==> images/met1.png <==
Drawn at 3 px/um. Supply wires on this layer in grey.
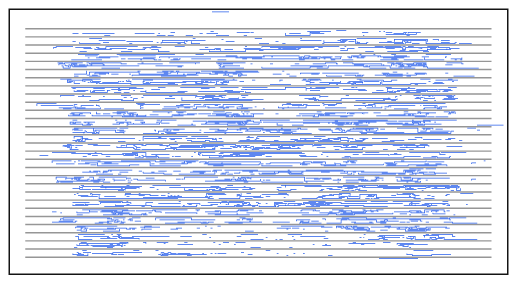
==> images/met2.png <==
Drawn at 2 px/um. Cells faint in the background.
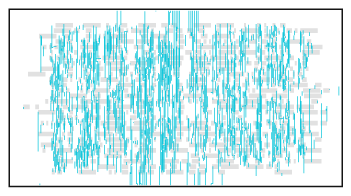
Design genetic_filter_array_flat, sky130hd; sources not shown.
==> notes.md <==
Notes on the flow outputs.

- The number of cells reported by Yosys stat comes to 599.
- Once layout is complete, the cells apart from fillers number 777.
- The setup check on the worst reg-to-reg path leaves a slack of 0.95 ns.
- 0 antenna diodes ended up in the layout.
- The most frequent cell after synthesis reads dfrtp_1.
- The headroom to the max-slew limit is 35.5%.
- The number of storage elements in the synthesis netlist reads 100.
- Entering global routing, the biggest net connects 77 pins.
- The synthesized design devotes to its leading area cell type 44.9% of total area.
- Max fanout on the critical path was recorded as 2.
- The average cell area after synthesis reads 9.31 um2.
- The sequential element share of the synthesized area reads 44.9%.
- The clock transition at the register clock pins on the worst setup and hold paths after CTS reads 0.07 ns.
- The area fraction in compound gates is 16.8%.
- The final tally of setup violations is 0.
- Per the OpenROAD power report, leakage power amounts to 2.62 nW.
- Summing all non-filler instances in the final layout gives an area of 6250 um2.
- The overall die width reads 166 um.
- The CTS tree is yes.
- The clock tree root buffer cell reads clkbuf_16.
- The Yosys warning count reads 0.
- The clock sink count reads 100.
- The worst setup path is captured at a primary output.
- The Yosys chip area reads 5580 um2.
- The element type at the critical path start reads a flip-flop.
- In this run, synthesis inferred 0 flip-flops with an integrated enable.
- The main flop type after synthesis is dfrtp_1.
- The detailed-router iteration count before antenna repair reads 4.
- The overall die area reads 14,600 um2.
- The multiplexer share of the synthesized area is 6.69%.
- Sorting the Yosys area breakdown by cell type puts at the top dfrtp_1.
- The flow ran to the end, and the final reports show no timing, DRC or antenna violations.
- The number of nets in the synthesized netlist is 633.
- The insertion delay of the later-clocked pin in the worst-skew pair reads 0.34 ns.
- Per the log, the first TritonRoute iteration ended with a DRC count of 304.
- The final clock period utilization by the worst path reads 77.3%.
- The standard-cell row count is 28.
- The max capacitance violation total reads 0.
- The cell count of the worst hold path reads 0.
- The max-slew violation count reads 0.
- The number of different library cells in the post-synthesis netlist reads 57.
- The post-synthesis instance total reads 599.
- The final timing report lists a hold violation count of 0.
- The xor and xnor fraction of the mapped netlist area reads 7.07%.
- Summed over all nets, wire length on met3 after detailed routing comes to 455 um.
- Detailed placement reports a standard cell area of 5980 um2.
- The y dimension of the die is 87.8 um.
- The number of antenna violations at the first check in global routing reads 0.
- The power per cell area reads 522 nW/um2.
- Summed over all nets, wire length on met2 after detailed routing comes to 6.89 mm.
- The count of hold-fix buffers inserted at cts is 0.
- The routed design shows a via density per instance of 5.67.
- The arrival time of the worst setup path reads 2.29 ns.
- The post-synthesis adder-cell area fraction reads 1.71%.
- Once detailed placement completed, the half-perimeter wirelength came to 10.5 mm.
- The final report gives the core utilization as 52.8%.
- The setup path with the least slack is of type flip-flop to primary output.
- Sorting the synthesized cells by area gives the leading types as dfrtp_1 45%, mux2i_1 6.3%, o21ai_0 4.4%.
- The maximum ir drop on the vdd rail reads 0.231 mV.
- The final estimated routing congestion in global placement is 0.864.
- The prevailing logic family in the synthesized netlist is simple AND/OR/NAND/NOR gates.
- The maximum count of clock buffers along a single path is 2.
- The I/O pin total is 42.
- The detail route stage leaves a number of antenna-violating nets equal to 0.
- The final sum of negative setup slack is 0 ns.
- The time the final worst path needs with I/O delays and setup is 3.09 ns.
- The number of clock buffers inserted by TritonCTS is 9.
- The report puts the cell count of the worst reg-to-reg path at 8.
- The clock H-tree reported by CTS has 3 levels.
- The quantity of I/O buffers inserted on ports reads 41.
- The area of the core region reads 11,800 um2.
- Once the floorplan was initialized, standard cells occupied 47.1% of the core.
- Of all flip-flops after synthesis, the portion carrying an async set or reset was 100%.
- The placed instance count is 761.
- Timing would allow up to 323 MHz.
- Per the detail_route report, routed wire per instance is 18.8 um.
- The share of final-layout standard cells stronger than drive strength 1 is 5.23%.
- The total congestion overflow reads 0.
- The routed length on met1 reads 7.05 mm.
## Picture notes: met1.png
wire length on this layer: 7,050 um
nets with wire on the layer: 601
longest straight run: 40.5 um
share of all routed wire: 48%
main direction: horizontal
aggregate routed wire length: 14.6 mm
M1 GR Usage: 28.0%
DR vias: 4,407

## Picture notes: met2.png
wire length on this layer: 6,890 um
share of all routed wire: 47%
nets with wire on the layer: 571
main direction: vertical
longest straight run: 41.3 um
met2 capacity usage during global routing: 36.2%

-- where the power goes --
| part | internal, mW | switching, mW |
|---|---|---|
| sequential | 1.21 | 0.253 |
| clock | 0.438 | 0.383 |
| combinational | 0.464 | 0.519 |
| total | 2.11 | 1.16 |
-- critical path, stage by stage, from the launching register on --
cell             delay, ns
dfrtp_1               0.41
ha_1                  0.32
fa_1                  0.44
ha_1                  0.28
clkdlybuf4s50_1       0.49
-- cells in the final DEF, fill, tap and decap left out, types with 4 or more instances in the layout --
master / n
nor2b_1: 5
nand2_1: 62
nand3b_1: 4
a22o_1: 6
nor4_1: 5
nor3_1: 11
ha_1: 6
a31oi_1: 12
inv_1: 9
a21o_1: 7
a221oi_1: 4
clkdlybuf4s50_1: 41
a21oi_1: 48
and2_1: 5
xnor2_1: 25
nor2_1: 49
dfrtp_1: 100
or2_2: 5
buf_4: 5
o21ai_0: 49
xor2_1: 12
nand3_1: 18
a211oi_1: 8
clkbuf_16: 9
and3_1: 5
nand4_1: 4
nand2b_1: 18
mux2i_1: 35
-- kinds of logic after synthesis --
kind of cell / after synthesis
simple gates: 202
compound gates: 154
fa+ha+maj: 7
xor+xnor: 40
buf+inv: 59
mux: 37
flops: 100
-- layout make-up --
cell class	instances	area (um2)
inverters	10	40.0
clock inverters	4	25.0
fillers	1408	5590
well taps	165	206
multi-input cells	440	2790
clock buffers	12	246
flip-flops and latches	100	2500
repair buffers	46	448
-- metrics by stage --
stage	worst slack, ns	hold WS [ns]
5_1_grt	0.787	0.160
3_3_place_gp	1.13	0.132
6_report	0.908	0.152
2_1_floorplan	0.581	0.131
4_1_cts	0.878	0.151
3_5_place_dp	1.01	0.136
-- metal layers --
layer	track usage (%)	up-vias
met5	-	-
met2	36.2	59
met1	28.0	2221
li1	-	2109
met3	3.74	18
met4	6.06	0
Power and IR drop assume default switching activity.
